### src/rtl/mem_arb_pkg.sv
// Shared constants and types for the two-port memory arbiter.
package mem_arb_pkg;

  typedef enum logic {
    PORT0 = 1'b0,
    PORT1 = 1'b1
  } port_e;

  localparam int unsigned NUM_PORTS    = 2;
  localparam int unsigned READ_LATENCY = 2;

endpackage

### src/rtl/rr_pick2.sv
// Combinational two-way round-robin pick producing a one-hot grant.
module rr_pick2
  import mem_arb_pkg::*;
(
  input  logic [NUM_PORTS-1:0] req_i,
  input  port_e                last_grant_i,
  output logic [NUM_PORTS-1:0] gnt_o
);

  // A lone requester wins; on a tie the port not granted last time wins.
  always_comb begin
    gnt_o = '0;
    if (req_i[0] && (!req_i[1] || last_grant_i == PORT1)) begin
      gnt_o[0] = 1'b1;
    end else if (req_i[1]) begin
      gnt_o[1] = 1'b1;
    end
  end

endmodule

### src/rtl/mem_arbiter.sv
// Two-port round-robin arbiter in front of a combinational-read memory.
// Grant cycle G, memory access in G+1, read response in G+2.
module mem_arbiter
  import mem_arb_pkg::*;
#(
  parameter int unsigned ADDR_WIDTH = 32,
  parameter int unsigned DATA_WIDTH = 32
) (
  input  logic                  clk,
  input  logic                  resetn,
  input  logic                  m0_req,
  input  logic                  m0_we,
  input  logic [ADDR_WIDTH-1:0] m0_addr,
  input  logic [DATA_WIDTH-1:0] m0_wdata,
  output logic                  m0_gnt,
  output logic                  m0_rvalid,
  output logic [DATA_WIDTH-1:0] m0_rdata,
  input  logic                  m1_req,
  input  logic                  m1_we,
  input  logic [ADDR_WIDTH-1:0] m1_addr,
  input  logic [DATA_WIDTH-1:0] m1_wdata,
  output logic                  m1_gnt,
  output logic                  m1_rvalid,
  output logic [DATA_WIDTH-1:0] m1_rdata,
  output logic [ADDR_WIDTH-1:0] mem_address,
  output logic [DATA_WIDTH-1:0] mem_data_out,
  input  logic [DATA_WIDTH-1:0] mem_data_in,
  output logic                  mem_we
);

  logic [NUM_PORTS-1:0] req;
  logic [NUM_PORTS-1:0] gnt;
  logic                 any_gnt;
  port_e                win_port;
  logic                 win_we;
  logic [ADDR_WIDTH-1:0] win_addr;
  logic [DATA_WIDTH-1:0] win_wdata;

  port_e                 last_grant_q, last_grant_d;
  logic                  issue_valid_q, issue_valid_d;
  port_e                 issue_port_q, issue_port_d;
  logic                  mem_we_q, mem_we_d;
  logic [ADDR_WIDTH-1:0] mem_addr_q, mem_addr_d;
  logic [DATA_WIDTH-1:0] mem_wdata_q, mem_wdata_d;
  logic [NUM_PORTS-1:0]  rvalid_q, rvalid_d;
  logic [DATA_WIDTH-1:0] rdata0_q, rdata0_d;
  logic [DATA_WIDTH-1:0] rdata1_q, rdata1_d;

  // Requests are masked during reset so no grant can escape while resetn is low.
  assign req = {m1_req, m0_req} & {NUM_PORTS{resetn}};

  rr_pick2 u_pick (
    .req_i       (req),
    .last_grant_i(last_grant_q),
    .gnt_o       (gnt)
  );

  assign m0_gnt  = gnt[0];
  assign m1_gnt  = gnt[1];
  assign any_gnt = |gnt;

  // Select the winning port's request fields.
  always_comb begin
    win_port  = PORT0;
    win_we    = m0_we;
    win_addr  = m0_addr;
    win_wdata = m0_wdata;
    if (gnt[1]) begin
      win_port  = PORT1;
      win_we    = m1_we;
      win_addr  = m1_addr;
      win_wdata = m1_wdata;
    end
  end

  // Issue-stage next state: load on grant, otherwise hold the bus and drop the strobe.
  always_comb begin
    last_grant_d  = last_grant_q;
    issue_valid_d = any_gnt;
    issue_port_d  = issue_port_q;
    mem_we_d      = any_gnt & win_we;
    mem_addr_d    = mem_addr_q;
    mem_wdata_d   = mem_wdata_q;
    if (any_gnt) begin
      last_grant_d = win_port;
      issue_port_d = win_port;
      mem_addr_d   = win_addr;
      mem_wdata_d  = win_wdata;
    end
  end

  // Response-stage next state: capture memory read data for the tagged port.
  always_comb begin
    rvalid_d    = '0;
    rdata0_d    = rdata0_q;
    rdata1_d    = rdata1_q;
    if (issue_valid_q && !mem_we_q) begin
      if (issue_port_q == PORT0) begin
        rvalid_d[0] = 1'b1;
        rdata0_d    = mem_data_in;
      end else begin
        rvalid_d[1] = 1'b1;
        rdata1_d    = mem_data_in;
      end
    end
  end

  // Pipeline registers; reset discards any in-flight issue or response.
  always_ff @(posedge clk or negedge resetn) begin
    if (!resetn) begin
      last_grant_q  <= PORT1;
      issue_valid_q <= 1'b0;
      issue_port_q  <= PORT0;
      mem_we_q      <= 1'b0;
      mem_addr_q    <= '0;
      mem_wdata_q   <= '0;
      rvalid_q      <= '0;
      rdata0_q      <= '0;
      rdata1_q      <= '0;
    end else begin
      last_grant_q  <= last_grant_d;
      issue_valid_q <= issue_valid_d;
      issue_port_q  <= issue_port_d;
      mem_we_q      <= mem_we_d;
      mem_addr_q    <= mem_addr_d;
      mem_wdata_q   <= mem_wdata_d;
      rvalid_q      <= rvalid_d;
      rdata0_q      <= rdata0_d;
      rdata1_q      <= rdata1_d;
    end
  end

  assign mem_address  = mem_addr_q;
  assign mem_data_out = mem_wdata_q;
  assign mem_we       = mem_we_q;
  assign m0_rvalid    = rvalid_q[0];
  assign m1_rvalid    = rvalid_q[1];
  assign m0_rdata     = rdata0_q;
  assign m1_rdata     = rdata1_q;

endmodule

### config.mk
export PLATFORM = sky130hd
export DESIGN_NAME = mem_arbiter
export DESIGN_NICKNAME = d
export VERILOG_FILES = /design/src/rtl/mem_arb_pkg.sv /design/src/rtl/rr_pick2.sv /design/src/rtl/mem_arbiter.sv
export SDC_FILE = /design/constraint.sdc
export NUM_CORES = 1
export LEC_CHECK = 0
export CORE_AREA = 3 3 136 112
export DETAILED_ROUTE_END_ITERATION = 12
export DIE_AREA = 0 0 139 115
export GPL_ROUTABILITY_DRIVEN = 0
export GPL_TIMING_DRIVEN = 0
export PLACE_DENSITY = 0.78
export SLEW_MARGIN = 5
export SYNTH_ARGS = -nofsm -noshare
export SYNTH_HDL_FRONTEND = slang
export SYNTH_SLANG_ARGS = --single-unit
### constraint.sdc
create_clock -name clk -period 1.7 [get_ports clk]
set_input_delay 0.34 -clock clk [delete_from_list [all_inputs] [get_ports clk]]
set_output_delay 0.34 -clock clk [all_outputs]
set_load 0.05 [all_outputs]
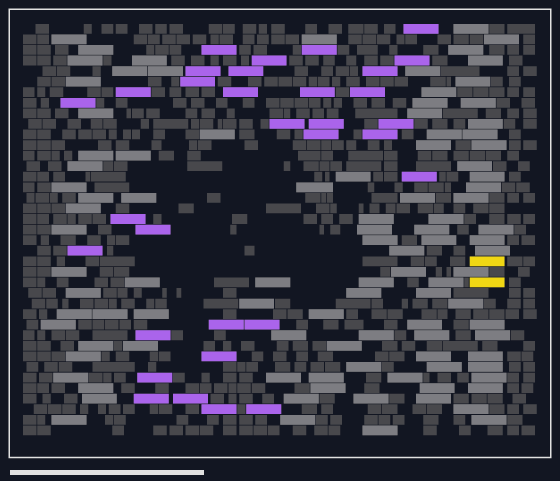
(run_1/flops_by_reg.png)
The bar under the picture is 50 microns long. Other sequential cells in the stronger gray, the rest of the logic in the fainter gray.
name in the netlist	color	placed flops
rvalid_q	yellow	2
mem_address	purple	32
utilization after layout: 0.651
sequential share of cell area: 0.366

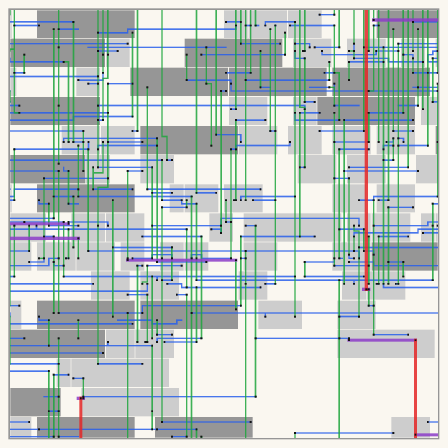
(run_1/detail.png)
Region (15, 66) to (55, 106) microns. Cells in gray, sequential cells in the stronger gray; small squares are vias.
layer	color
metal 4	red
metal 3	purple
metal 1	blue
metal 2	green
cells with their middle in the window	76
sequential cells in the window	19
most frequent	dfrtp_1 (19), a221o_1 (12), and2_1 (12)
netlist names of flops here include	mem_data_out (14), mem_address (5)

==> git commit body, run 1 <==
Store results of the implementation flow

- Ordered cell list for the critical path: inv_2, a21oi_4, buf_6, buf_8
- Counting endpoints that fail hold in the final report gives 63.
* Number of antenna violations at the first check in global routing: 0
* Maximum fanout along the worst path: 6
- The final timing summary puts the cycle share of the worst path at 1.03.
- The netlist uses 21 different library cells.
* Launch instance of the worst register-to-register path: last_grant_q
- Number of nets at the end of the flow: 858
* Maximum vdd ir drop: 0.000984 V
- Placement-stage cell area: about 8600 sq um
* Routing layer with the top usage in global route: met2
- The core region is 14100 sq um.
- Looking at the clock tree report, the H-tree level count equals 4.
- Logic depth of the worst register-to-register path: 6
- Worst Setup EP: m0_gnt
- The synthesized instance count is around 370.
- On the final layout, the worst hold slack is -0.199 ns.
* Post-DP HPWL: between 10000 and 15000 microns
- The clock tree has to reach 134 sinks.
- IO Count: 299
- In this run the layout overhead on the synthesized area is reported as 69.7%.
- The synthesized design contains between 100 and 150 register bits.
- The top cell types in the final layout, fill and taps aside, are sky130_fd_sc_hd__clkdlybuf4s50_1, sky130_fd_sc_hd__dfrtp_1, sky130_fd_sc_hd__dlygate4sd2_1.
* Pin count of the biggest net entering global routing: between 70 and 80
* Count of instantiated cells in the yosys netlist: ~370
- The run finished, with violations left.
* Setup_tns: -0.0434 ns
- Total standard cell area after synthesis: approximately 5400 sq um
* Clock transition at path regs: about 0.06 ns
- The cell sitting at the root of the clock tree is a sky130_fd_sc_hd__clkbuf_16.
- Via count of the first global-routing pass: between 4000 and 5000
- Sequential-to-total area share from yosys stat: 0.622
- Per STA, the startpoint of the critical path is last_grant_q.
- Per the detailed-route log, wirelength across all metal layers totals 17000 microns.
- Non-filler cells in the finished layout: 889
- Number of synthesized flops with an enable pin: 0
- The analysis attributes to cell leakage a power of 0.00415 uW.
- Leading cell types by total area after synthesis: sky130_fd_sc_hd__dfrtp_1, sky130_fd_sc_hd__mux2_2, sky130_fd_sc_hd__a221o_1
* Fraction of layout instances using a drive strength above 1: 0.189
- Cell class contributing the biggest share of worst-path delay: flip-flops
* Share of the synthesized area in the top cell type: 0.617
- The number of maximum-capacitance violations recorded for the run is 0.
* Maximum clock insertion buffer count: 2
- Across all setup checks in the final design, the least slack found is -0.0434 ns.
- The tool warning count for the run is 30.
- Die area: approximately 16000 sq um
- Maximum single-stage delay on the critical path: between 0.5 and 0.6 ns
* Unrepaired setup endpoints after global routing: yes
- The worst-case reg-to-reg setup slack stands at roughly 0.050 ns.
- For this run, asynchronously set or reset flops after synthesis account for 1.00.
* Number of diodes: 0
- The horizontal die dimension reported for this design is 139 microns.
- Final setup violation count: 1
* Met3 usage: 0.0632
- Looking at the max-slew report, the worst-margin pin has a slew of around 0.55 ns.
- Aggregate global routing overflow: 0
* Global-route wire length before repair: approximately 27000 microns
* Min-Delay Path Class: in2async
- Worst endpoint data arrival time: ~1.4 ns
- Endpoint of the worst register-to-register path: mem_data_out[18]
- Number of nets at floorplan: approximately 540
* Row cnt: 39
- Area figure in the yosys stat output: 5400 sq um
* Input/output buffers: ~300
- Violations in the final reports: negative hold slack, negative setup slack
* Post-synth top area cell: sky130_fd_sc_hd__dfrtp_1
- Via total after detailed routing: about 4500
- Looking at the cell usage after synthesis, the top flip-flop cell is sky130_fd_sc_hd__dfrtp_1.
- Count of buffer and inverter cells on the critical path: 3
- Most numerous cell types in the synthesized netlist: sky130_fd_sc_hd__dfrtp_1, sky130_fd_sc_hd__a221o_1, sky130_fd_sc_hd__and2_1, sky130_fd_sc_hd__mux2_2, sky130_fd_sc_hd__buf_2
- Per the detail_route report, DRC violations left total 0.
- The synthesis log from Yosys contains 0 warnings.
- Global Route met2 Usage: 0.370
* Wire per inst: between 15 and 20 microns
- Met1 track utilization from global routing: 0.260
- Total of fill cells in the finished design: roughly 1100
* Start-to-end type of the worst setup path: reg2out
- Required time at the worst-slack endpoint: about 1.4 ns
* Sort of element at the end of the critical path: primary output
- The global routing report lists combined usage of all routing layers as 0.214.
- Power per Cell Area: 1400 nW/um^2
- Vias per std cell: 5.05
- Gates resized during post-CTS repair numbered between 150 and 200.
- The final report gives the standard cell area, fillers excluded, as around 9000 sq um.
- Die Span Y: 115 microns
* Total placed cells including tap cells: roughly 850
- Tmin final: around 1.7 ns
- CTS tree: yes
* Maximum clock rate: 0.574 GHz
- For this configuration, the core starts out at a cell density of 0.384.
- Nets still carrying antenna violations after routing amount to 0.
* Worst setup SP type: flop
* Worst clock skew on the final layout: ~0.007 ns
- Most common cell in the synthesized netlist: sky130_fd_sc_hd__dfrtp_1
- After synthesis, the mean cell area works out to 14.6 sq um.
- The final max-slew violation count recorded for this run is 0.
* Post-CTS setup buffer count: 2
* DR iter-0 viols: 230
* Slew HR: 0.632
- First-pass iteration count of the detailed router: 4
* Slowest cell on crit path: sky130_fd_sc_hd__dfstp_2
* Top cell excl fill/tap: sky130_fd_sc_hd__clkdlybuf4s50_1
- Count of cell instances traversed by the critical path: 4
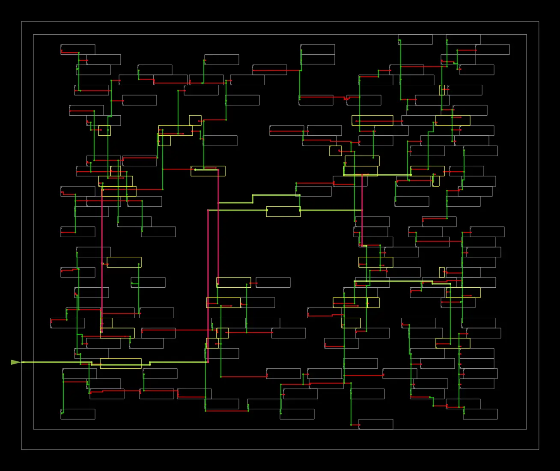
(run_1/clocks.png)
Clock Buffer Count: 20
Worst-Skew Late Latency: 0.41 ns
total CTS buffers: 17

-- run 1: final cells by class --
| type | instances | area [sq um] | area share |
|---|---|---|---|
| Inverter | 3 | 11.3 | 0.00123 |
| Tap cell | 184 | 230 | 0.0252 |
| Clock inverter | 12 | 143 | 0.0156 |
| Buffer | 26 | 181 | 0.0198 |
| Clock buffer | 20 | 447 | 0.0488 |
| Timing Repair Buffer | 305 | 2910 | 0.318 |
| Sequential cell | 134 | 3350 | 0.366 |
| Multi-Input combinational cell | 205 | 1880 | 0.205 |
-- run 1: per-stage QoR --
step,total power (uW),setup WS [ns]
finish,12900,-0.0434
CTS,13000,-0.115
floorplan,7570,0.0162
global placement,9660,-5.73
detailed placement,9770,-1.16
global route,13400,-0.111
-- run 1: power by group --
part	internal, uW	total [uW]	switching (uW)	leakage, uW
combinational	1650	5000	3350	0.00225
clock	2230	3630	1410	0.000286
sequential	3880	4220	343	0.00161
total	7760	12900	5100	0.00415
-- run 1: flip-flops by register name (all words and copies together), names as in the netlist --
name           flops
issue_port_q       1
issue_valid_q      1
last_grant_q       1
m0_rdata          32
m1_rdata          32
mem_address       32
mem_data_out      32
mem_we             1
rvalid_q           2
-- run 1: routing by layer --
metal,routed length (microns),part of all wire,up-vias
li1,-,-,2030
met1,6870,0.40,2232
met2,8660,0.51,207
met3,1180,0.069,21
met4,272,0.016,0
met5,0,0,-
-- run 1: cell families (layout without fill, tap and decap cells) --
kind of cell | after synthesis | in the layout | synth area share
AOI/OAI and AO/OA | 69 | 69 | 0.125
and+or+nand+nor | 71 | 71 | 0.0835
muxes | 65 | 65 | 0.136
DFF | 134 | 134 | 0.622
buffers and inverters | 30 | 366 | 0.0336
## Run 2: what changed since run 1
Settings changed: HOLD_SLACK_MARGIN set to 0.12.
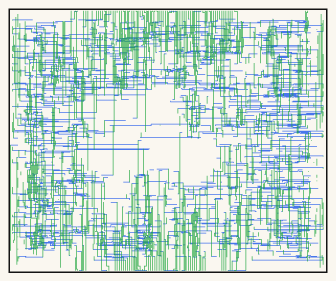
(run_2/wires.png)
Two of the layers only.
layer	color	wire length
metal 2	green	8660 microns
metal 1	blue	6870 microns
wire per inst: 19.1 microns
total routing usage reported by global routing: 0.214

==> run 2 against run 1 <==
Compared with the run above: the run still ends with negative hold slack, negative setup slack left; highest routed layer unchanged; count of clock-buffer cells in the layout unchanged; die size unchanged; clock skew unchanged; synthesized cell count unchanged; utilization unchanged; worst setup slack unchanged; register-to-register slack about the same.
==> git commit body, run 2 <==
Store results of the implementation flow

- Run status: finished with violations (unchanged)
- Violations in the final reports: negative hold slack, negative setup slack (unchanged).
- Slew HR: 0.632 (unchanged)
* Final std cell area, no fill: 9150 sq um (unchanged)
- Worst endpoint data arrival time: 1.40 ns (about the same)
- Post-CTS setup buffer count: 2 (unchanged)
* Row cnt: 39 (unchanged)
- Utilization after layout: 0.651 (unchanged)
* Pin count of the biggest net entering global routing: 71 (unchanged)
* Ordered cell list for the critical path: inv_2, a21oi_4, buf_6, buf_8 (unchanged)
- Maximum fanout along the worst path: 6 (unchanged)
- Sequential-to-total area share from yosys stat: 0.622 (unchanged)
* Synth-to-layout area growth: 69.7% (unchanged)
- The post-route antenna net violation count came to 0 (unchanged).
- Number of synthesized flops with an enable pin: 0 (unchanged)
* Worst-Skew Late Latency: 0.41 ns (about the same)
* Met1 track utilization from global routing: 0.260 (unchanged)
- The die extent in y came to 115 microns (unchanged).
* Required time at the worst-slack endpoint: 1.36 ns (about the same)
- The global routing met3 resource utilization is 0.0632 (unchanged).
- The number of buffers on the longest clock path came to 2 (unchanged).
* Aggregate global routing overflow: 0 (unchanged)
- Wire length on met3: 1180 microns (unchanged)
* Root Driver: sky130_fd_sc_hd__clkbuf_16 (unchanged)
- The highest metal layer with signal wires is met4 (unchanged).
- Total standard cell area after synthesis: 5400 sq um (unchanged)
- The starting DRC count in detailed routing is 230 (unchanged).
- The clock skew was 0.00699 ns (unchanged).
* Routed wl met2: 8660 microns (unchanged)
- Sort of element at the end of the critical path: primary output (unchanged)
- Synth Register Bits: 134 (unchanged)
- Total CTS buffers: 17 (unchanged)
* Core ar.: 14100 sq um (unchanged)
- The placement-stage cell area is 8640 sq um (unchanged).
- Number of design rule violations left after detail routing: 0 (unchanged)
* Count of cell types in the netlist: 21 (unchanged)
- The number of setup violations in the final report is 1 (unchanged).
- Via count of the first global-routing pass: 4931 (unchanged)
- Commonest cells after routing, fill and taps aside: sky130_fd_sc_hd__clkdlybuf4s50_1, sky130_fd_sc_hd__dfrtp_1, sky130_fd_sc_hd__dlygate4sd2_1 (unchanged)
* Number of diodes: 0 (unchanged)
* Number of nets at the end of the flow: 858 (unchanged)
- Leading cell types by total area after synthesis: sky130_fd_sc_hd__dfrtp_1, sky130_fd_sc_hd__mux2_2, sky130_fd_sc_hd__a221o_1 (unchanged)
- Fraction of layout instances using a drive strength above 1: 0.189 (unchanged)
* IO Count: 299 (unchanged)
* Most numerous cell types in the synthesized netlist: sky130_fd_sc_hd__dfrtp_1, sky130_fd_sc_hd__a221o_1, sky130_fd_sc_hd__and2_1, sky130_fd_sc_hd__mux2_2, sky130_fd_sc_hd__buf_2 (unchanged)
- Top cell excl fill/tap: sky130_fd_sc_hd__clkdlybuf4s50_1 (unchanged)
- Slowest cell on crit path: sky130_fd_sc_hd__dfstp_2 (unchanged)
- The width of the die is 139 microns (unchanged).
- The number of vias after detailed routing was 4490 (unchanged).
- The number of maximum-capacitance violations came to 0 (unchanged).
- Area figure in the yosys stat output: 5400 sq um (unchanged)
* Length of routed wiring on met1: 6870 microns (unchanged)
* Period utilisation layout: 1.03 (unchanged)
* Input/output buffers: 298 (unchanged)
- Synth async-reset ratio: 1.00 (unchanged)
* Count of instantiated cells in the yosys netlist: 369 (unchanged)
- The critical path class was reg2out (unchanged).
- Worst setup SP type: flop (unchanged)
- The slew at the pin closest to its max-slew limit was 0.553 ns (unchanged).
* Unrepaired setup endpoints after global routing: yes (unchanged)
- The floorplan core density came to 0.384 (unchanged).
- Synthesized area per cell: 14.6 sq um (unchanged)
- Post-DP HPWL: 12900 microns (unchanged)
- CTS tree: yes (unchanged)
- Number of H-tree levels: 4 (unchanged)
- Share of the synthesized area in the top cell type: 0.617 (unchanged)
* First-pass iteration count of the detailed router: 4 (unchanged)
- The count of tool warnings was 30 (unchanged).
- The met2 usage in global routing came to 0.370 (unchanged).
- Maximum vdd ir drop: 0.000984 V (unchanged)
* Hold slack: -0.199 ns (unchanged)
- Number of pins exceeding their max-slew limit in the final report: 0 (unchanged)
- The post-placement setup slack is -1.16 ns (unchanged).
- Maximum single-stage delay on the critical path: 0.54 ns (about the same)
* Leakage: 0.00415 uW (unchanged)
* Maximum clock rate: 0.574 GHz (unchanged)
* # resized after CTS: 157 (unchanged)
* Post-synth top area cell: sky130_fd_sc_hd__dfrtp_1 (unchanged)
* Leading register cell type out of synthesis: sky130_fd_sc_hd__dfrtp_1 (unchanged)
- Min-Delay Path Class: in2async (unchanged)
- Die area: 16000 sq um (unchanged)
- Final hold viol count: 63 (unchanged)
- The CTS clock-pin slew for the worst setup and hold paths was 0.06 ns (about the same).
- Number of nets at floorplan: 535 (unchanged)
- WL final: 17000 microns (unchanged)
* Synth warn: 0 (unchanged)
- The power per unit of standard cell area came to 1400 nW/um^2 (unchanged).
- The first-pass GRT wire length is 26800 microns (unchanged).
- Routing layer with the top usage in global route: met2 (unchanged)
- The clock net sink count was 134 (unchanged).
- Most common cell in the synthesized netlist: sky130_fd_sc_hd__dfrtp_1 (unchanged)
* Min setup slack post-route: -0.0434 ns (unchanged)
- Vias per std cell: 5.05 (unchanged)
- Number of antenna violations at the first check in global routing: 0 (unchanged)
- The number of standard cells after synthesis was 369 (unchanged).
* Tmin final: 1.74 ns (unchanged)
run 2: cell counts after synthesis:
No cell type changed its count.
run 2: metrics by stage:
stage                     power (uW)  TNS (ns)  instances
after floorplan                 7570         0        369
after global placement          9660  -1012.01        851
after detailed placement        9770    -26.25        852
after global routing           13400    -0.422        889
final                          12900   -0.0434        889
after CTS                      13000    -0.118        885
run 2: logic make-up (layout without fill, tap and decap cells):
family	Yosys count	in the layout	share of synthesized area
AOI/OAI and AO/OA	69	69	0.125
buffers and inverters	30	366	0.0336
DFF	134	134	0.622
muxes	65	65	0.136
and+or+nand+nor	71	71	0.0835
run 2: report_power, final:
group | internal, uW | switching [uW]
Clock | 2230 | 1410
Combinational | 1650 | 3350
Sequential | 3880 | 343
run 2: layout make-up:
type / instances / area (sq um)
Inverter: 3 / 11.3
Buffer: 26 / 181
Fill cell: 1080 / 4900
Clock buffer: 20 / 447
Tap cell: 184 / 230
Multi-Input combinational cell: 205 / 1880
Clock inverter: 12 / 143
Timing Repair Buffer: 305 / 2910
Sequential cell: 134 / 3350
run 2: final timing paths:
check / start / endpoint / slack (ns) / cells past startpoint
hold / removal: resetn / m1_rdata[4] / -0.20 / 1
setup / recovery: last_grant_q / m0_gnt / -0.04 / 4
max in group asynchronous: resetn / m1_rdata[14] / 1.23 / 2
min in group clk: resetn / last_grant_q / 0.47 / 3
hold reg to reg: m0_rdata[18] / m0_rdata[18] / 0.48 / 1
setup reg to reg: last_grant_q / mem_data_out[18] / 0.05 / 6
run 2: critical path: cells and delay by family, from the launching register on:
family	cells	cell delay (ns)
AOI/OAI and AO/OA	1	0.13
buffers and inverters	3	0.33
DFF	1	0.54
Power figures rest on the tool's default switching activity, not on a simulated workload.
